Design mem_access_ctrl_flat, sky130hd; sources not shown.
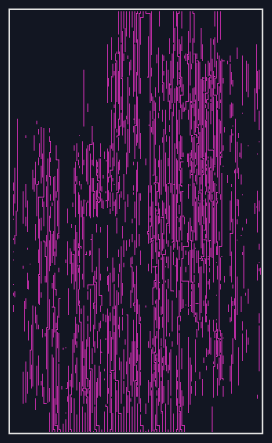
(the metal 2 layer)
Drawn at 3 px/um.
nets with wire on the layer: 644
share of all routed wire: 52%
longest straight run: 56.9 um
wire length on this layer: 7310 um
main direction: vertical
total wire length: 14000 um
GR met2 Demand/Resource: 43.1%

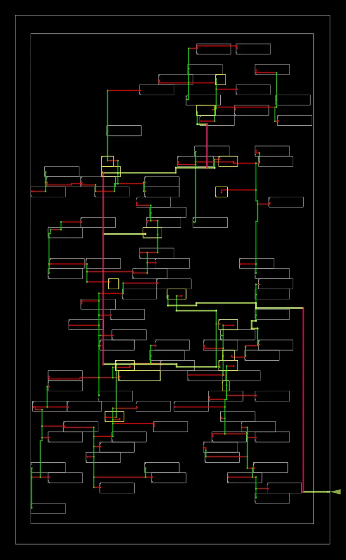
(clock wiring as the flow saved it)
CTS Sinks: 89
clk_lat worst skew: 0.37 ns
clk_skew: 0.0122 ns

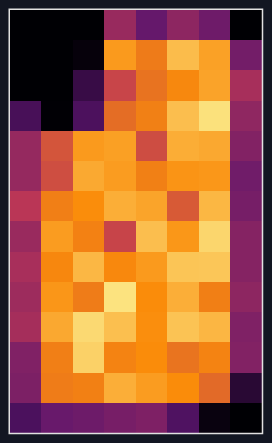
(cell density map)
Drawn at 3 px/um. 8 x 14 tiles, from black (low) to pale yellow (high), 0 to 100% covered.
mean over tiles: 55%
emptiest ninth of the die: north-west
nearly empty tiles: 9.8%
densest ninth of the die: center
tiles over 75% full: 35%
fullest tile: 94%
Core Region: 0.00985 sq mm
fin util: 67.8%
fp util: 48.2%

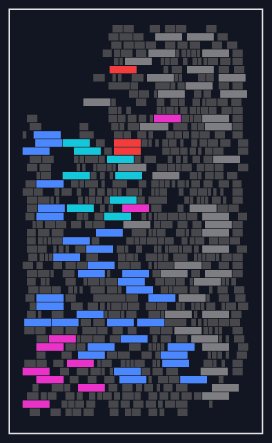
(sequential cells grouped by signal name)
Drawn at 3 px/um. Other sequential cells in the stronger gray, the rest of the logic in the fainter gray.
[u_core.lat_wdata] blue | placed flops: 32
[u_core.cnt] cyan | placed flops: 8
[u_core.lat_addr] magenta | placed flops: 9
[u_core.state_dbg] red | placed flops: 3
fraction of area in registers: 33.4%
Reg area: 0.00223 sq mm
Seq power: 0.00265 W

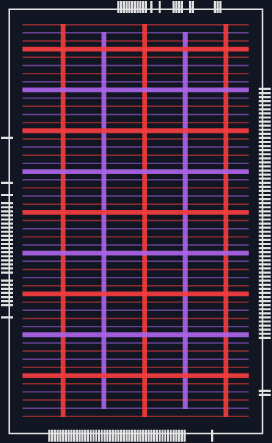
(power grid)
Drawn at 3 px/um. Pins as bars on the die edge.
[VDD] purple
[VSS] red
signal pins: 166
met4 straps: 5
rows: 48
met1 rails: 49
met5 straps: 9
worst vdd ir: 0.816 mV
die height: 141 um
width of the die: 83.9 um

==> results.ini <==
[status]
status=completed

[yosys]
yosys_area_sq_mm=0.00474
synth_seq_share_pct=47.0
edf_count=0
aoi_share_pct=16.6
ys.flop_type=dfrtp_1
syn_inst=479
synth-async-reset-ratio_pct=100
synth_warnings=0
ys_ff=89
logic_family=AND-OR/OR-AND gates
syn-cell-area_sq_mm=0.00474
synth.area.top_cells=dfrtp_1 (47%), mux2_2 (9.5%), nor2_1 (4.6%), nand2_1 (4.1%), a21oi_1 (3.8%)
top_cell_area_share_pct=47.0
top_area_cell=dfrtp_1
ys_sh_mux_pct=14.1
xor_area_share_pct=0.554
yosys_cells=479
avgSynthCellArea_sq_um=9.90
ys_sh_adder_pct=0.528

[placed_design]
io_buffers=163
placed_area_sq_mm=0.00653
gp_congestion=0.872
hpwlAfterDp_um=10700
preCtsSetupSlack_ns=0.171
dp.cells=756

[layout]
stdcell_area_sq_mm=0.00668
finalNetCount=725
most-common-layout-cells=clkdlybuf4s50_1 (117), dfrtp_1 (87), nor2_1 (58)
area_delta_synth_final_pct=40.9
diodes=0
fin_cells=772
drive_gt1_share_pct=15.9
final_common_cell=clkdlybuf4s50_1

[detailed_routing]
final_antenna_net_count=0
viasPerCell=5.60
drt_iter0_markers=244
dr.pass1.iters=5
vias=4320
routedWlPerCell_um=18.1

[timing]
fmax_mhz=408
relSlewSlack_pct=34.5
tns_ns=0
slew_viol_final=0
rsz0062_at_grt=no
post-route-min-period_ns=2.45
fin_ws_ns=0.0500
period_used_pct=98.0
setup_viol=0
whs_ns=0.182
worst_pin_slew_ns=0.980
hold_viol_final=0

[setup_path]
cp_slowest_cell=dfrtp_1
max_stage_delay_ns=0.40
endpoint_kind=output port
crit_arrival_ns=1.95
crit_family=buffers and inverters
path_max_fanout=32
r2r_cells=5
cp-start-kind=flop
worstPathCellList=xor2_1 -> nand2b_1 -> buf_4 -> nor2_1 -> clkdlybuf4s15_1
required_ns=2.00
reg2reg_slack_ns=0.26

[power]
finalPower_w=0.00974
p_per_area_mw_per_mm2=1460
p_leak_nw=2.96

[run]
warnings=27
drv_cap=0

[floorplan]
die-area_sq_mm=0.0118
num_rows=48
io_pins=166

[global_routing]
grt_pass1_wl_um=22600
grt_pass1_vias=4564
grt.total_usage_pct=24.8
grt.overflow.total=0
antenna_found_initial=0
grt_max_degree=58

[min_path]
hp-class=input port to asynchronous set/reset pin

[clocking]
cts.repair.resized=46
post_cts_buffers=0
h-tree-depth=3
cts_tree=done
clk_path_buf_depth=2
cts-root-buf=clkbuf_8
cts_hold_buf=0
cts-buffers-inserted=9
path_clk_slew_ns=0.09

layout make-up:
cell class | count | area, sq um
fill | 795 | 3170
sequential | 89 | 2230
tap | 125 | 156
multi-input combinational | 343 | 2260
clock inverter | 7 | 76.3
clock buffer | 9 | 124
timing repair buffer | 189 | 1800
inverter | 10 | 37.5
synth_stat cells (4+ instances only):
| library cell | count |
|---|---|
| dfrtp_1 | 89 |
| nor2_1 | 58 |
| nand2_1 | 52 |
| mux2_2 | 40 |
| a21oi_1 | 36 |
| o21ai_0 | 21 |
| and2_1 | 18 |
| mux2i_1 | 16 |
| buf_2 | 13 |
| clkbuf_1 | 12 |
| nor2b_1 | 12 |
| a21oi_2 | 10 |
| inv_1 | 10 |
| a211oi_1 | 8 |
| a22oi_1 | 7 |
| a21o_1 | 6 |
| a221o_1 | 6 |
| a32oi_1 | 6 |
| buf_4 | 6 |
| mux2_1 | 4 |
| o31ai_1 | 4 |
kinds of logic after synthesis:
| logic type | Yosys count |
|---|---|
| and+or+nand+nor | 159 |
| AOI/OAI and AO/OA | 116 |
| DFF | 89 |
| muxes | 61 |
| buffers and inverters | 48 |
| xor gates and xnor gates | 3 |
| adders and majority gates | 2 |
| other | 1 |
metal layers:
| metal | GRT usage (%) | routed length, um |
|---|---|---|
| met1 | 25.8 | 4970 |
| met2 | 43.1 | 7310 |
| met3 | 4.91 | 937 |
| met4 | 14.1 | 758 |
| met5 | - | 0 |
where the power goes:
part | total (W) | internal (W) | switching, W
registers | 0.00265 | 0.00214 | 0.000509
clock network | 0.00102 | 0.000471 | 0.000546
logic | 0.00607 | 0.00267 | 0.00341
Power and IR drop assume default switching activity.
